**Run 1: the clock network**

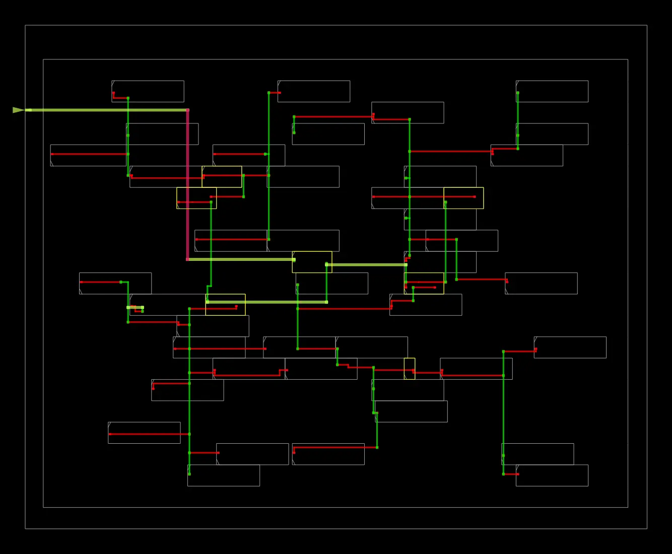
**Run 1: routed metal, one colour a layer**

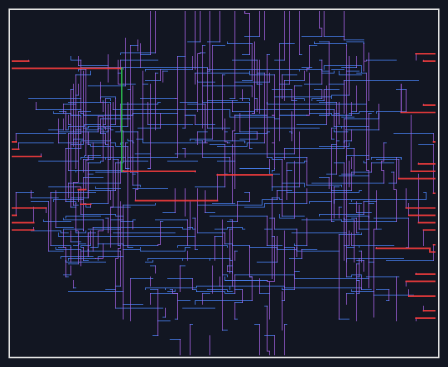
**Run 1: gate families picked out**

Scale bar: 20 µm.
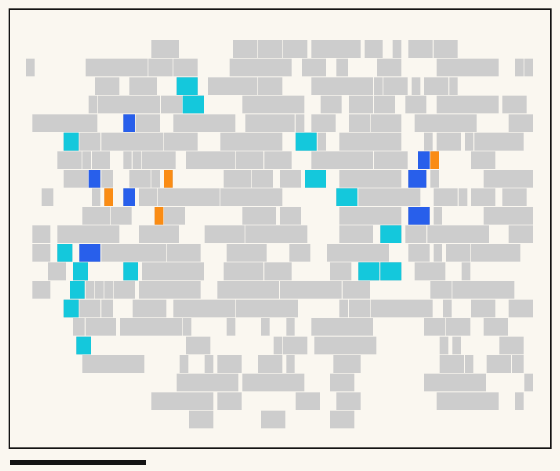
**Run 1: sequential cells grouped by signal name**

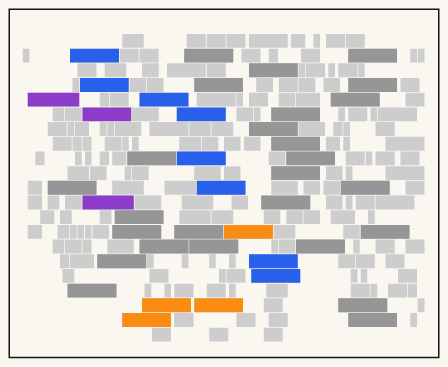
File: config.mk
export PLATFORM = sky130hd
export DESIGN_NAME = mem_bist_host
export DESIGN_NICKNAME = d
export VERILOG_FILES = /design/src/rtl/mem_bist_pkg.sv /design/src/rtl/mem_bist_chk.sv /design/src/rtl/mem_bist_host.sv
export SDC_FILE = /design/constraint.sdc
export NUM_CORES = 1
export LEC_CHECK = 0
export CAP_MARGIN = 20
export CORE_ASPECT_RATIO = 0.8
export CORE_MARGIN = 2
export CORE_UTILIZATION = 43
export DETAILED_ROUTE_END_ITERATION = 12
export GPL_TIMING_DRIVEN = 0
export PLACE_DENSITY_LB_ADDON = 0.25
export REMOVE_ABC_BUFFERS = 1
export SYNTH_ARGS = -nofsm -noshare
export SYNTH_HDL_FRONTEND = slang
export SYNTH_SLANG_ARGS = --single-unit
File: constraint.sdc
create_clock -name clk -period 2.1 [get_ports clk]
set_input_delay 0.21 -clock clk [delete_from_list [all_inputs] [get_ports clk]]
set_output_delay 0.21 -clock clk [all_outputs]
set_load 0.1 [all_outputs]
File: src/rtl/mem_bist_pkg.sv
// ============================================================================
// Module  : mem_bist_pkg
// Brief   : Shared state encoding, default geometry and pattern generator
//           for the memory BIST host.
// Revision: 1.0 - initial release
// ============================================================================
`default_nettype none

package mem_bist_pkg;

    localparam int DEF_ADDR_BITS = 4;

    typedef enum logic [2:0] {
        ST_IDLE = 3'd0,
        ST_WR0  = 3'd1,
        ST_RD0  = 3'd2,
        ST_DR0  = 3'd3,
        ST_WR1  = 3'd4,
        ST_RD1  = 3'd5,
        ST_DR1  = 3'd6,
        ST_DONE = 3'd7
    } bist_state_e;

    // Second pass uses the bitwise complement so every cell sees both polarities.
    function automatic logic [7:0] bist_pattern(input logic [7:0] seed,
                                                input logic [3:0] a_lo,
                                                input logic       inv);
        logic [7:0] p;
        p = seed ^ {a_lo, a_lo};
        return inv ? ~p : p;
    endfunction

endpackage

`default_nettype wire

File: src/rtl/mem_bist_chk.sv
// ============================================================================
// Module  : mem_bist_chk
// Brief   : Read-data compare, first-failure capture and mismatch counter.
//           Counter present only when MEM_BIST_ERRCNT_EN is defined.
// Revision: 1.0 - initial release
// ============================================================================
`default_nettype none

module mem_bist_chk #(
    parameter int ADDR_BITS = 4
) (
    input  logic                 clk,
    input  logic                 rst_n,
    input  logic                 clr_i,
    input  logic                 vld_i,
    input  logic [ADDR_BITS-1:0] addr_i,
    input  logic [7:0]           exp_i,
    input  logic [7:0]           rdata_i,
    output logic                 pass_o,
    output logic [ADDR_BITS-1:0] fail_addr_o,
    output logic [7:0]           fail_data_o,
    output logic [4:0]           err_cnt_o
);

    logic                 pass_q;
    logic [ADDR_BITS-1:0] fail_addr_q;
    logic [7:0]           fail_data_q;
    logic                 mism;

    assign mism = vld_i && (rdata_i != exp_i);

    // pass_q still high means no mismatch has been captured this run.
    always_ff @(posedge clk or negedge rst_n) begin
        if (!rst_n) begin
            pass_q      <= 1'b0;
            fail_addr_q <= '0;
            fail_data_q <= '0;
        end else if (clr_i) begin
            pass_q      <= 1'b1;
            fail_addr_q <= '0;
            fail_data_q <= '0;
        end else if (mism && pass_q) begin
            pass_q      <= 1'b0;
            fail_addr_q <= addr_i;
            fail_data_q <= rdata_i;
        end
    end

`ifdef MEM_BIST_ERRCNT_EN
    logic [4:0] err_cnt_q;

    always_ff @(posedge clk or negedge rst_n) begin
        if (!rst_n) begin
            err_cnt_q <= '0;
        end else if (clr_i) begin
            err_cnt_q <= '0;
        end else if (mism && (err_cnt_q != 5'd31)) begin
            err_cnt_q <= err_cnt_q + 5'd1;
        end
    end

    assign err_cnt_o = err_cnt_q;
`else
    assign err_cnt_o = '0;
`endif

    assign pass_o      = pass_q;
    assign fail_addr_o = fail_addr_q;
    assign fail_data_o = fail_data_q;

endmodule

`default_nettype wire

File: src/rtl/mem_bist_host.sv
// ============================================================================
// Module  : mem_bist_host
// Brief   : Two-pass write/read memory BIST sequencer with pipelined compare.
//           Optional mismatch counter: define MEM_BIST_ERRCNT_EN.
// Revision: 1.0 - initial release
// ============================================================================
`default_nettype none

module mem_bist_host
    import mem_bist_pkg::*;
#(
    parameter int RAM_BYTES = 16,
    parameter int ADDR_BITS = DEF_ADDR_BITS
) (
    input  logic                 clk,
    input  logic                 rst_n,
    input  logic                 start,
    input  logic [7:0]           seed,
    output logic [ADDR_BITS-1:0] mem_addr,
    output logic                 mem_wr_en,
    output logic                 mem_r_en,
    output logic [7:0]           mem_wdata,
    input  logic [7:0]           mem_rdata,
    output logic                 busy,
    output logic                 done,
    output logic                 pass,
    output logic [ADDR_BITS-1:0] fail_addr,
    output logic [7:0]           fail_data,
    output logic [4:0]           err_cnt
);

    localparam logic [ADDR_BITS-1:0] LAST_ADDR = ADDR_BITS'(RAM_BYTES - 1);

    bist_state_e          state_q, state_d;
    logic [ADDR_BITS-1:0] addr_q, addr_d;
    logic [7:0]           seed_q;
    logic                 cmp_vld_q;
    logic [ADDR_BITS-1:0] cmp_addr_q;
    logic [7:0]           cmp_exp_q;

    logic                 start_ok;
    logic                 phase1;
    logic                 at_last;
    logic [3:0]           addr_lo;
    logic [7:0]           pat;

    assign start_ok = (state_q == ST_IDLE) && start;
    assign phase1   = (state_q == ST_WR1) || (state_q == ST_RD1);
    assign at_last  = (addr_q == LAST_ADDR);
    assign addr_lo  = 4'(addr_q);
    assign pat      = bist_pattern(seed_q, addr_lo, phase1);

    always_ff @(posedge clk or negedge rst_n) begin
        if (!rst_n) begin
            state_q    <= ST_IDLE;
            addr_q     <= '0;
            seed_q     <= '0;
            cmp_vld_q  <= 1'b0;
            cmp_addr_q <= '0;
            cmp_exp_q  <= '0;
        end else begin
            state_q <= state_d;
            addr_q  <= addr_d;
            if (start_ok) begin
                seed_q <= seed;
            end
            // Read data returns one cycle after the strobe, so the expected
            // value and address are delayed to line up with it.
            cmp_vld_q  <= (state_q == ST_RD0) || (state_q == ST_RD1);
            cmp_addr_q <= addr_q;
            cmp_exp_q  <= pat;
        end
    end

    always_comb begin
        state_d   = state_q;
        addr_d    = addr_q;
        mem_addr  = '0;
        mem_wr_en = 1'b0;
        mem_r_en  = 1'b0;
        mem_wdata = '0;
        case (state_q)
            ST_IDLE: begin
                addr_d = '0;
                if (start) begin
                    state_d = ST_WR0;
                end
            end
            ST_WR0, ST_WR1: begin
                mem_wr_en = 1'b1;
                mem_addr  = addr_q;
                mem_wdata = pat;
                if (at_last) begin
                    state_d = (state_q == ST_WR0) ? ST_RD0 : ST_RD1;
                    addr_d  = '0;
                end else begin
                    addr_d = addr_q + 1'b1;
                end
            end
            ST_RD0, ST_RD1: begin
                mem_r_en = 1'b1;
                mem_addr = addr_q;
                if (at_last) begin
                    state_d = (state_q == ST_RD0) ? ST_DR0 : ST_DR1;
                    addr_d  = '0;
                end else begin
                    addr_d = addr_q + 1'b1;
                end
            end
            ST_DR0: begin
                state_d = ST_WR1;
                addr_d  = '0;
            end
            ST_DR1: begin
                state_d = ST_DONE;
                addr_d  = '0;
            end
            ST_DONE: begin
                state_d = ST_IDLE;
                addr_d  = '0;
            end
            default: begin
                state_d = ST_IDLE;
                addr_d  = '0;
            end
        endcase
    end

    assign busy = (state_q != ST_IDLE);
    assign done = (state_q == ST_DONE);

    mem_bist_chk #(
        .ADDR_BITS (ADDR_BITS)
    ) u_chk (
        .clk         (clk),
        .rst_n       (rst_n),
        .clr_i       (start_ok),
        .vld_i       (cmp_vld_q),
        .addr_i      (cmp_addr_q),
        .exp_i       (cmp_exp_q),
        .rdata_i     (mem_rdata),
        .pass_o      (pass),
        .fail_addr_o (fail_addr),
        .fail_data_o (fail_data),
        .err_cnt_o   (err_cnt)
    );

endmodule

`default_nettype wire

==> impl_metrics.py, run 1 <==
# Auto-generated metrics
metrics = {
    "global_route": {
        "grt_usage_pct": 16.2,
        "grt_overflow_total": 0,
        "grt_max_degree": 42,
        "grt_pass1_vias": 1342,
        "grt_antenna_before_repair": 0,
        "grt_first_pass_wirelength_um": 6270,
    },
    "final_timing": {
        "finalHoldViolations": 0,
        "fmax_ghz": 0.497,
        "whs_ns": 0.0493,
        "tns_ns": 0,
        "finalCriticalPeriod_ns": 2.01,
        "drv_slew": 0,
        "finalCritPeriodShare_pct": 95.8,
        "tightest_slew_ns": 0.967,
        "fin_worst_skew_ns": 0.00621,
        "rsz0062_at_grt": "true",
        "setup_violations": 0,
        "slew_headroom_pct": 35.3,
    },
    "critical_path": {
        "crit_path_end_kind": "primary output",
        "critPathLaunch": "state_q[0]",
        "critical_path_arrival_ns": 1.80,
        "r2r_start": "state_q[1]",
        "path_cells": "and3_1 -> clkdlybuf4s15_1",
        "critPathMaxStageDelay_ns": 0.82,
        "cp_max_fo": 7,
        "worstSetupPathType": "register to primary output",
        "cp-endpoint": "done",
        "slowest_stage": "clkdlybuf4s15_1",
        "r2r_slack_ns": 0.26,
        "ff2ff_path_depth": 3,
        "crit_path_start_kind": "register",
        "r2r-end": "seed_q[2]",
        "worstPathRequired_ns": 1.89,
    },
    "floorplan": {
        "coreArea_mm2": 0.00426,
        "die_w_um": 79.3,
        "die-area_mm2": 0.00509,
        "die_y_um": 64.2,
        "io_pins": 53,
        "rows": 21,
        "fp-utilization_pct": 45.8,
    },
    "detailed_routing": {
        "routed_wl_um": 3800,
        "dr.first_iter.drc_count": 80,
        "vias_per_cell": 4.73,
        "drt_first_pass_iters": 4,
        "num_vias": 1296,
        "ant_nets": 0,
        "drcViolationCount": 0,
        "post_drt_wl_per_cell_um": 13.9,
    },
    "clock_network": {
        "cts_made_buffers": 5,
        "clk_path_buf_depth": 2,
        "clock-sinks": 41,
        "clk_pin_slew_ns": 0.08,
        "cts_root_buffer": "clkbuf_8",
        "cts_tree": "yes",
        "cts-htree-levels": 2,
    },
    "synthesis": {
        "ys_seq_share_pct": 52.7,
        "post_synth.cell_area_avg_um2": 11.5,
        "synth_cells": 169,
        "ys_cells": 169,
        "synth_flops": 41,
        "yosysWarnings": 0,
        "syn_area_mm2": 0.00195,
        "yosysChipArea_mm2": 0.00195,
        "yosysUniqueCellTypes": 28,
    },
    "finish": {
        "fin_util_pct": 61.1,
        "area_delta_synth_final_pct": 33.5,
        "drive_gt1_share_pct": 24.0,
        "layout.cells.most_common": "dfrtp_1",
        "lay_top_cells": "dfrtp_1 (39), nand2_1 (31), clkdlybuf4s50_1 (30)",
        "diodes": 0,
        "nets": 237,
    },
    "hold_path": {
        "min_path_type": "primary input to asynchronous set/reset pin",
    },
    "place": {
        "dp_hpwl_um": 2630,
        "gp_congestion": 0.745,
        "port_buffers": 47,
    },
    "job": {
        "maxCapViolCount": 0,
        "openroad.warnings": 26,
    },
    "run_status": {
        "outcome": "completed",
    },
}
About 'the clock network':
clk ins delay skew pair: 0.28 ns
flop count: 41

About 'routed metal, one colour a layer':
| layer | colour | wire length |
|---|---|---|
| met4 | green | 19.0 µm |
| met1 | blue | 1,760 µm |
| met2 | purple | 1,870 µm |
| met3 | red | 161 µm |

About 'gate families picked out':
| family | colour | cells |
|---|---|---|
| inverting AOI/OAI gates | blue | 7 |
| inverters | orange | 4 |
| AND and OR gates | cyan | 15 |

About 'sequential cells grouped by signal name':
| netlist name | colour | sequential cells |
|---|---|---|
| `state_q` | purple | 3 |
| `u_chk.fail_addr_o` | orange | 4 |
| `seed_q` | blue | 8 |

## run 1: synth_stat cells, drive strengths merged
library cell  instances  area, µm²
a21boi                1       7.51
mux2i                13        130
a311oi                1       8.76
mux2                  8       90.1
o21ai                 2       10.0
and3                  1       6.26
inv                   4       15.0
xnor2                14        153
nor4                  2       25.0
ha                    1       12.5
conb                  1       3.75
nor2                  4       22.5
dfrtp                41       1030
xor2                 11       96.3
nand3                 3       20.0
nor3                  1       5.00
nand2                31        116
a21oi                 3       18.8
clkbuf                2       7.51
and2                 14       87.6
buf                  10       77.6
nor2b                 1       8.76
## run 1: sequential cells by signal (all words and copies together), names as in the netlist, 3 cells and up
| name | flops |
|---|---|
| addr_lo | 4 |
| u_chk.fail_data_o | 8 |
| state_q | 3 |
| seed_q | 8 |
| cmp_addr_q | 4 |
| u_chk.fail_addr_o | 4 |
| cmp_exp_q | 8 |
## run 1: routing by layer
layer | vias up | GRT usage (%) | share of wire (%)
li1 | 627 | - | -
met3 | 2 | 5.79 | 4.2
met5 | - | 0 | 0
met2 | 37 | 26.6 | 49
met1 | 630 | 20.7 | 46
met4 | 0 | 3.45 | 0.50
## run 1: final cells by class
| class | instances | area (µm²) |
|---|---|---|
| Fill cell | 361 | 1660 |
| Inverter | 4 | 15.0 |
| Timing Repair Buffer | 49 | 538 |
| Clock buffer | 7 | 86.3 |
| Sequential cell | 41 | 1030 |
| Multi-Input combinational cell | 116 | 862 |
| Tap cell | 57 | 71.3 |
## run 1: worst min path at each step
| stage | end | startpoint |
|---|---|---|
| final | u_chk.fail_data_o[0] | rst_n |
| after CTS | u_chk.fail_data_o[0] | rst_n |
| after global placement | cmp_exp_q[3] | seed_q[3] |
| after global routing | u_chk.fail_data_o[0] | rst_n |
| after floorplan | addr_lo[0] | rst_n |
| after detailed placement | u_chk.fail_data_o[0] | rst_n |
## run 1: logic make-up after synthesis
group	Yosys count	share of synthesized area [%]
XOR/XNOR	25	12.8
adder cells (fa/ha/maj)	1	0.642
buffers and inverters	16	5.14
multiplexers	21	11.3
AND/OR/NAND/NOR	57	15.0
flip-flops	41	52.7
other	1	0.192
AND-OR/OR-AND	7	2.31
## run 1: critical path: cells and delay by family, from the launching register on
| family | cells | cell delay (ns) |
|---|---|---|
| flip-flops | 1 | 0.50 |
| buffers and inverters | 1 | 0.82 |
| AND/OR/NAND/NOR | 1 | 0.20 |
## run 1: repair_timing
action,in CTS,in global routing
setup endpoints to repair,16,16
gates resized,81,42
gates cloned,0,0
setup buffers,1,1
hold buffers,0,0
## run 1: metrics by stage
step	cell area [µm²]	std cells	worst slack, ns
after global routing	2600	274	-0.0123
final	2600	274	0.0880
after floorplan	1880	161	-0.431
after global placement	2420	265	-0.710
after detailed placement	2410	265	-0.762
after CTS	2470	273	0.00330
**Run 1: ports around the boundary**

Pins as bars across the die edge, other pins in grey.
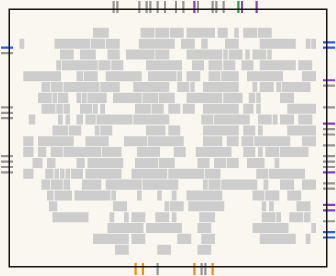

==> inputs of run 2 (changes only) <==
Clock period 2.1 ns to 2.34 ns, I/O delays scaled along.
**Run 2: ports around the boundary**

Pins as bars across the die edge, other pins in grey.
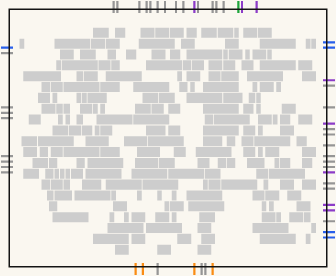
| port | colour | pins | direction | edge |
|---|---|---|---|---|
| `mem_r_en` | green | 1 | output | north |
| `fail_data` | purple | 8 | output | 5 east, 3 north |
| `err_cnt` | blue | 5 | output | 4 east, 1 west |
| `fail_addr` | orange | 4 | output | south |
all pins by edge: 20 east, 17 north, 9 west, 7 south

==> run 2 against run 1 <==
  * Die size stayed put
  * Clock skew is essentially flat
  * Register-to-register slack better by 0.19 ns
  * Cell count down 0.36%
  * Wire length is 1.6% lower
  * Worst hold slack improved by 0.024 ns
==> impl_metrics.py, run 2 <==
# Auto-generated metrics
metrics = {
    "job": {
        "maxCapViolCount": 0,
        "openroad.warnings": 26,
    },
    "final_timing": {
        "slew_headroom_pct": 35.5,
        "finalHoldViolations": 0,
        "fmax_ghz": 0.451,
        "drv_slew": 0,
        "finalCriticalPeriod_ns": 2.22,
        "finalCritPeriodShare_pct": 94.7,
        "fin_worst_skew_ns": 0.00639,
        "setup_violations": 0,
        "fin_ws_ns": 0.124,
        "whs_ns": 0.0737,
        "tightest_slew_ns": 0.965,
    },
    "critical_path": {
        "critPathMaxStageDelay_ns": 0.61,
        "path_depth": 4,
        "cpLargestDelayFamily": "buffers and inverters",
        "worstPathRequired_ns": 2.11,
        "worstSetupPathType": "register to primary output",
        "ff2ff_path_depth": 3,
        "slowest_stage": "clkdlybuf4s15_2",
        "crit_path_start_kind": "register",
        "critical_path_arrival_ns": 1.98,
        "crit_buf_inv": 2,
        "cp_max_fo": 8,
        "crit_path_end_kind": "primary output",
        "path_cells": "inv_1 -> nand2_1 -> mux2i_1 -> clkdlybuf4s15_2",
    },
    "clock_network": {
        "clock-sinks": 41,
        "clk_pin_slew_ns": 0.08,
        "cts-htree-levels": 2,
        "clk_path_buf_depth": 2,
        "cts_tree": "yes",
        "clock_latency_ns": 0.28,
        "cts_made_buffers": 5,
        "cts_root_buffer": "clkbuf_8",
    },
    "synthesis": {
        "async_reset_ff_share_pct": 100,
        "largest_area_cell": "dfrtp_1",
        "synth_cells": 169,
        "top_area_share_pct": 52.7,
        "yosysUniqueCellTypes": 28,
        "synth-edff-count": 0,
        "yosysChipArea_mm2": 0.00195,
        "synth_flops": 41,
        "ys_top_cells_by_count": "dfrtp_1 (41), nand2_1 (31), and2_1 (14), mux2i_1 (13), xor2_1 (11)",
        "yosysWarnings": 0,
        "ys_seq_share_pct": 52.7,
        "top_cell": "dfrtp_1",
        "ys_cells": 169,
        "ff_type": "dfrtp_1",
        "syn_area_mm2": 0.00195,
        "post_synth.cell_area_avg_um2": 11.5,
        "area_leaders": "dfrtp_1 (53%), mux2i_1 (6.7%), nand2_1 (6.0%), xor2_1 (4.9%), mux2_2 (4.6%)",
    },
    "finish": {
        "lay_top_cells": "dfrtp_1 (40), nand2_1 (31), clkdlybuf4s50_1 (30)",
        "nets": 236,
        "fillCellCount": 375,
        "drive_gt1_share_pct": 19.0,
        "postLayoutCellArea_mm2": 0.00250,
        "diodes": 0,
        "area_delta_synth_final_pct": 28.3,
        "layout.cells.most_common": "dfrtp_1",
        "fin_util_pct": 58.7,
        "final-instance-count-excl-fill": 273,
    },
    "detailed_routing": {
        "num_vias": 1278,
        "dr.first_iter.drc_count": 69,
        "routed_wl_um": 3740,
        "drcViolationCount": 0,
        "ant_nets": 0,
        "drt_first_pass_iters": 4,
        "post_drt_wl_per_cell_um": 13.7,
        "vias_per_cell": 4.68,
    },
    "global_route": {
        "grt_usage_pct": 16.1,
        "grt_pass1_vias": 1344,
        "grt_overflow_total": 0,
        "grt_max_degree": 42,
        "grt_first_pass_wirelength_um": 6230,
        "grt_antenna_before_repair": 0,
    },
    "floorplan": {
        "die_w_um": 79.3,
        "io_pins": 53,
        "fp-utilization_pct": 45.8,
        "die-area_mm2": 0.00509,
        "die_y_um": 64.2,
        "rows": 21,
        "coreArea_mm2": 0.00426,
    },
    "place": {
        "port_buffers": 47,
        "dp.cells": 265,
        "gp_congestion": 0.745,
        "placed_cell_area_mm2": 0.00241,
        "place_ws_ns": -0.546,
        "dp_hpwl_um": 2630,
    },
    "hold_path": {
        "min_path_type": "primary input to asynchronous set/reset pin",
    },
    "run_status": {
        "outcome": "completed",
    },
}
==> run 2: cell count changes in the layout (fill, tap and decap cells not counted), sizes merged <==
cell and change:
clkdlybuf4s18 +1, buf -6, clkbuf -2, dlygate4sd2 +2
clkdlybuf4s15 +4
==> run 2: area by class of cell <==
cell class / count / area (µm²) / share of cell area (%)
clock buffers: 7 / 86.3 / 3.46
inverters: 4 / 15.0 / 0.601
multi-input cells: 116 / 842 / 33.7
flip-flops and latches: 41 / 1030 / 41.1
well taps: 57 / 71.3 / 2.85
repair buffers: 48 / 457 / 18.3
==> run 2: worst register-to-register path, stage by stage, from the launching register on <==
cell,delay (ns)
dfrtp_1,0.50
inv_1,0.21
nand3_2,0.56
mux2_2,0.51
==> run 2: path summary, 6_finish.rpt <==
check / start / end / slack [ns]
max reg2reg: state_q[1] / seed_q[2] / 0.45
min in group clk: seed_q[1] / cmp_exp_q[1] / 0.48
min reg2reg: seed_q[1] / cmp_exp_q[1] / 0.48
min: rst_n / u_chk.fail_data_o[0] / 0.07
max in group asynchronous: rst_n / state_q[2] / 1.63
max: state_q[1] / mem_r_en / 0.12
==> run 2: cells by family after synthesis <==
logic type | after synthesis | share of synthesized area (%)
adder cells (fa/ha/maj) | 1 | 0.642
XOR/XNOR | 25 | 12.8
AND-OR/OR-AND | 7 | 2.31
AND/OR/NAND/NOR | 57 | 15.0
buffers and inverters | 16 | 5.14
multiplexers | 21 | 11.3
flip-flops | 41 | 52.7
other | 1 | 0.192
==> run 2: routing by layer <==
| metal | vias to the layer above | track usage, % | share of wire [%] |
|---|---|---|---|
| met3 | 2 | 5.93 | 4.8 |
| met5 | - | 0 | 0 |
| met4 | 0 | 3.23 | 0.48 |
| li1 | 624 | - | - |
| met2 | 37 | 26.4 | 47 |
| met1 | 615 | 20.6 | 47 |
==> run 2: repair_timing <==
item / in CTS / in global routing
setup endpoints to repair: 16 / 12
gates resized: 65 / 6
setup buffers: 0 / 1
endpoints found under the hold margin: 0 / 0
hold buffers: 0 / 0
==> run 2: per-stage QoR <==
step,setup TNS (ns)
2_1_floorplan,-1.26
3_3_place_gp,-4.30
3_5_place_dp,-5.05
4_1_cts,-0.0142
5_1_grt,-0.00268
6_report,0
